**src/rtl/fifo_umbrales.sv**
```systemverilog
// Synchronous FIFO with occupancy thresholds, registered read data and sticky error flags.
module fifo_umbrales #(
  parameter int unsigned DATA_WIDTH      = 8,
  parameter int unsigned ADDR_WIDTH      = 3,
  parameter int unsigned ALMOST_FULL_TH  = 6,
  parameter int unsigned ALMOST_EMPTY_TH = 2
) (
  input  logic                  clk,
  input  logic                  Reset,
  input  logic                  Enable,
  input  logic                  write_enable,
  input  logic                  read_enable,
  input  logic [DATA_WIDTH-1:0] FIFO_data_in,
  output logic [DATA_WIDTH-1:0] FIFO_data_out,
  output logic                  FIFO_valid,
  output logic                  FIFO_empty,
  output logic                  FIFO_full,
  output logic                  FIFO_almost_full,
  output logic                  FIFO_almost_empty,
  output logic [ADDR_WIDTH:0]   FIFO_count,
  output logic                  FIFO_overflow,
  output logic                  FIFO_underflow
);

  localparam int unsigned DEPTH = 2 ** ADDR_WIDTH;
  localparam int unsigned CNT_W = ADDR_WIDTH + 1;
  localparam logic [CNT_W-1:0] CNT_FULL = CNT_W'(DEPTH);
  localparam logic [CNT_W-1:0] CNT_AF   = CNT_W'(ALMOST_FULL_TH);
  localparam logic [CNT_W-1:0] CNT_AE   = CNT_W'(ALMOST_EMPTY_TH);

  logic [DATA_WIDTH-1:0] mem [DEPTH];
  logic [ADDR_WIDTH-1:0] wr_ptr;
  logic [ADDR_WIDTH-1:0] rd_ptr;
  logic                  rd_acc;
  logic                  wr_acc;
  logic                  wr_drop;
  logic                  rd_refused;

  // Status flags decoded from the registered occupancy only
  always_comb begin
    FIFO_empty        = (FIFO_count == '0);
    FIFO_full         = (FIFO_count == CNT_FULL);
    FIFO_almost_full  = (FIFO_count >= CNT_AF);
    FIFO_almost_empty = (FIFO_count <= CNT_AE);
  end

  // Request qualification; a read frees a slot so a full FIFO can still take a write
  always_comb begin
    rd_acc     = Enable & read_enable & ~FIFO_empty;
    wr_acc     = Enable & write_enable & (~FIFO_full | rd_acc);
    wr_drop    = Enable & write_enable & FIFO_full & ~rd_acc;
    rd_refused = Enable & read_enable & FIFO_empty;
  end

  // Storage array; contents are not reset, stale entries are unreachable after reset
  always_ff @(posedge clk) begin
    if (wr_acc) begin
      mem[wr_ptr] <= FIFO_data_in;
    end
  end

  // Pointers, occupancy, read data and sticky flags
  always_ff @(posedge clk or posedge Reset) begin
    if (Reset) begin
      wr_ptr         <= '0;
      rd_ptr         <= '0;
      FIFO_count     <= '0;
      FIFO_data_out  <= '0;
      FIFO_valid     <= 1'b0;
      FIFO_overflow  <= 1'b0;
      FIFO_underflow <= 1'b0;
    end else begin
      FIFO_valid <= rd_acc;
      if (wr_acc) begin
        wr_ptr <= wr_ptr + ADDR_WIDTH'(1);
      end
      if (rd_acc) begin
        rd_ptr        <= rd_ptr + ADDR_WIDTH'(1);
        FIFO_data_out <= mem[rd_ptr];
      end
      case ({wr_acc, rd_acc})
        2'b10:   FIFO_count <= FIFO_count + CNT_W'(1);
        2'b01:   FIFO_count <= FIFO_count - CNT_W'(1);
        default: FIFO_count <= FIFO_count;
      endcase
      if (wr_drop) begin
        FIFO_overflow <= 1'b1;
      end
      if (rd_refused) begin
        FIFO_underflow <= 1'b1;
      end
    end
  end

endmodule

```
**config.mk**
```make
export PLATFORM = sky130hd
export DESIGN_NAME = fifo_umbrales
export DESIGN_NICKNAME = d
export VERILOG_FILES = /design/src/rtl/fifo_umbrales.sv
export SDC_FILE = /design/constraint.sdc
export NUM_CORES = 1
export LEC_CHECK = 0
export CORE_UTILIZATION = 35
export CTS_BUF_LIST = sky130_fd_sc_hd__clkbuf_2 sky130_fd_sc_hd__clkbuf_4 sky130_fd_sc_hd__clkbuf_8
export DETAILED_ROUTE_END_ITERATION = 12
export PLACE_DENSITY = 0.65
export SYNTH_ARGS = -nofsm -noshare
export SYNTH_HDL_FRONTEND = slang
export SYNTH_SLANG_ARGS = --single-unit
```
**constraint.sdc**
```tcl
create_clock -name clk -period 2.2 [get_ports clk]
set_input_delay 0.33 -clock clk [delete_from_list [all_inputs] [get_ports clk]]
set_output_delay 0.33 -clock clk [all_outputs]
set_load 0.01 [all_outputs]
```
flops_by_reg.png
The bar under the picture is 20 µm long. Other sequential cells in the stronger gray, the rest of the logic in the fainter gray.
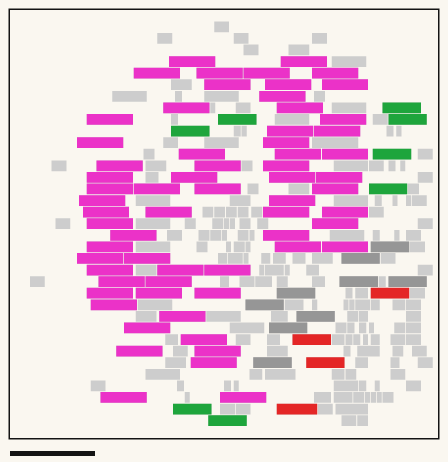
| signal | color | flops |
|---|---|---|
| mem | magenta | 64 |
| FIFO_count | red | 4 |
| FIFO_data_out | green | 8 |
register share of the cell area: 57.5%
Sequential cell area: 0.00245 mm²
Util after Layout: 45.6%
Sequential Power: 2.34 mW

congestion.png
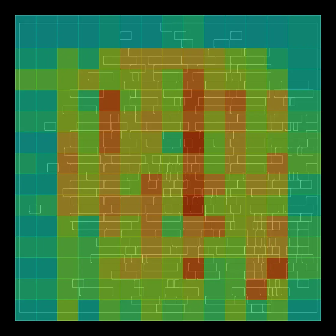
met2 Track Usage GR: 22.8%
GR Layer Usage met3: 4.72%
met1 routing resource usage after global routing: 17.9%
Routed WL per cell: 16.3 µm

==> deck_impl_summary.md <==
Synthesis and Place & Route Summary

STA
  – Worst hold margin: 0.302 ns
  – Headroom to the max-slew limit: 55.5%
  – Post-route clock period utilization: 95.9%
  – Tmin final: 2.11 ns
  – Setup-failing EPs final: 0
  – Least setup slack across all paths after layout: 0.0899 ns
  – Measured slew at the worst slew-check pin: 0.668 ns
  – Setup repair after global routing missed its margin: false
  – Number of pins with negative max-slew slack in the final report: 0
  – Final Skew: 0.0111 ns
  – Setup total negative slack: 0 ns
  – Achievable frequency: 474 MHz
  – Number of failing hold endpoints at the final stage: 0

Logic synthesis
  – Most instantiated cells after synthesis: edfxtp_1, dfrtp_1, nor2_1, mux4_2, a21oi_1
  – Net count after synthesis: 209
  – Top cell type's share of synthesized area: 56.6%
  – Top FF cell, synth: edfxtp_1
  – EDFF count, synth: 64
  – Simple-Gate Fraction of Synth Area: 5.75%
  – Netlist cell types: 32
  – Xor+xnor area frac: 1.81%
  – Cell area after synthesis: 0.00340 mm²
  – Yosys cell count: 193
  – Top area cell types: edfxtp_1, dfrtp_1, mux4_2
  – Synthesized-area fraction occupied by ao, oa, aoi and oai cells: 3.83%
  – Flops & latches, synth: 85
  – Mux contribution to synthesized area: 14.0%
  – Dominant kind of combinational cell: multiplexers
  – Synth async-reset ratio: 24.7%
  – Register area share after synthesis: 72.1%
  – Tally of yosys warning messages: 0
  – Area reported by Yosys stat: 0.00340 mm²
  – Cell taking the most area after synthesis: edfxtp_1
  – Average footprint of a synthesized cell: 17.6 µm²
  – Gate count of the mapped netlist: 193
  – Adder share: 1.11%
  – Most common cell in the synthesized netlist: edfxtp_1

Setup path
  – Signal arrival time at the worst endpoint: 1.78 ns
  – Cells along the critical path: nor4_4 > clkdlybuf4s50_1
  – Family with the most delay on the worst path: buffers and inverters
  – Worst setup path category: reg2out
  – Launch point of the worst path: FIFO_count[0]
  – Critical Path RT: 1.87 ns
  – R2R setup slack: 0.31 ns
  – Longest individual stage delay on the worst path: 0.59 ns
  – End point of the critical path: FIFO_empty
  – Largest fanout of any net on the critical path: 4
  – Crit Reg-Reg Endpoint: mem[7][6]
  – Number of buffers and inverters on the critical path: 1
  – Kind of end point of the critical path: output pin
  – Launch instance of the worst register-to-register path: FIFO_count[2]
  – Register-to-Register Path Depth: 6
  – Critical Path Source Type: flip-flop
  – Slowest stage cell, crit path: clkdlybuf4s50_1
  – Number of stages on the worst setup path: 2

Run status
  – Status: finished clean

GRT
  – Number of antenna violations at the first check in global routing: 0
  – GRT overflow: 0
  – Vias in the first global route: 1894
  – Global-route wire length before repair: 10.2 mm
  – Pin count of the biggest net entering global routing: 22

Detailed routing
  – Count of routing violations after the opening detailed-route iteration: 35
  – Antenna Nets Post-Route: 0
  – Number of remaining DRC errors: 0
  – Via density per instance: 4.68
  – Pre-antenna DRT Iters: 4

Layout
  – Commonest non-fill, non-tap cell in the layout: edfxtp_1
  – Comb/total area: 21.5%
  – Count of plain and timing-repair buffers in the layout: 57
  – Dominant logic cell types in the final layout: edfxtp_1, clkdlybuf4s50_1, buf_4
  – Number of clock buffer instances in the layout: 10
  – Clock buf/inv share: 4.88%
  – Leading cell category by total area: sequential cells
  – Register bank with the most flops: mem
  – Flip-flop count of the largest register after layout: 64
  – Number of antenna diodes: 0
  – Fillcell total: 815
  – Total area of multi-input combinational cells: 917 µm²
  – Number of standard cells in the layout, taps in and fillers out: 385
  – Share of layout cells above drive strength 1: 26.6%
  – Total non-filler cell area in the finished layout: 0.00426 mm²
  – FF+latch count: 85
  – Multi-In Gates: 97
  – Proportion of final cell area spent on non-clock buffers: 12.2%
  – Largest regs: mem x64, FIFO_data_out x8, FIFO_count x4
  – Non-clock inverter count: 1
  – Number of nets in the layout: 267
  – Area delta synth->final: 25.3%

Placement
  – GPL Wtd Cong: 0.771
  – Number of cells after detailed placement: 369
  – Post-Place Setup Slack: 0.0560 ns
  – DPL Wire Length: 4.25 mm
  – Number of input and output port buffers inserted: 31
  – Cell area after placement: 0.00405 mm²

Floorplanning
  – Width of the die: 101 µm
  – Initial Utilization: 36.4%
  – Chip Footprint: 0.0101 mm²
  – Die boundary height: 101 µm
  – TAP cells: 129
  – Core footprint: 0.00933 mm²
  – Rows: 35
  – Number of placed I/O pins: 32

Power and ir drop
  – Pwr/cell area: 1200 mW/mm²
  – Worst VDD drop: 0.412 mV
  – Static Leakage: 1.52 nW
  – Overall power: 5.09 mW

CTS
  – Clock tree root driver cell: clkbuf_8
  – Total clock sinks: 85
  – TritonCTS clock tree: done
  – CTS H-tree depth: 3
  – Insertion delay at the late pin of the worst-skew pair: 0.36 ns
  – Bufs on Longest Clock Path: 2
  – Total clock buffers created by CTS: 9
  – Clk slew on worst S/H paths: 0.09 ns

Flow run
  – Count of max-cap constraint violations: 0
  – Tool warnings: 26

Min path
  – Min-delay worst type: in2async
detail.png
The bar under the picture is 5 µm long. Window x 40 to 60, y 60 to 80 µm. Cells in gray, sequential cells in the stronger gray; small squares are vias.
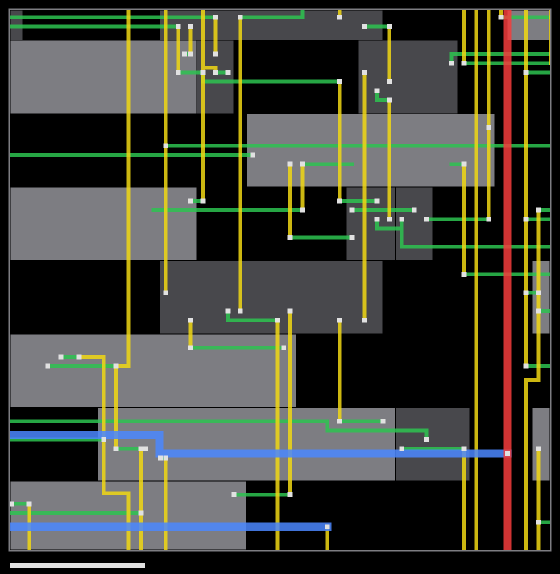
| layer | color |
|---|---|
| metal 3 | blue |
| metal 2 | yellow |
| metal 1 | green |
| metal 4 | red |
sequential cells in the window: 6
most frequent: edfxtp_1 (4), dfrtp_1 (2), nor2_1 (2)
cells with their middle in the window: 12
netlist names of flops here include: mem (4), FIFO_data_out (2)

wires.png
The bar under the picture is 20 µm long.
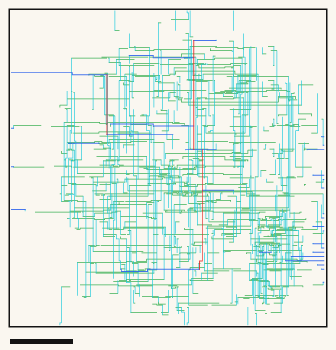
| layer | color | wire length |
|---|---|---|
| metal 3 | blue | 221 µm |
| metal 4 | red | 92.7 µm |
| metal 2 | cyan | 3130 µm |
| metal 1 | green | 2840 µm |
DRT Wirelength: 6.28 mm
Total Routing Usage GR: 14.2%
routed via count: 1802

==> metal layers <==
layer / vias to the layer above / share of wire (%) / global-route usage (%)
li1: 863 / - / -
met1: 896 / 45 / 17.9
met2: 34 / 50 / 22.8
met3: 9 / 3.5 / 4.72
met4: 0 / 1.5 / 5.35
met5: - / 0 / 0
==> tightest hold or removal path, delay by kind of cell <==
family                 cells  cell delay (ns)
buffers and inverters      3             0.73
==> what timing repair did <==
action / 4_1_cts / 5_1_grt
hold buffers: 0 / 0
setup buffers: 0 / 0
setup endpoints to repair: 0 / 1
resized: 0 / 1
hold endpoints to repair: 0 / 0
==> report_power, final <==
group | switching, mW | total (mW) | internal [mW]
Combinational | 0.666 | 1.64 | 0.976
Sequential | 0.333 | 2.34 | 2.00
Clock | 0.547 | 1.11 | 0.563
Total | 1.55 | 5.09 | 3.54
Power figures rest on the tool's default switching activity, not on a simulated workload.
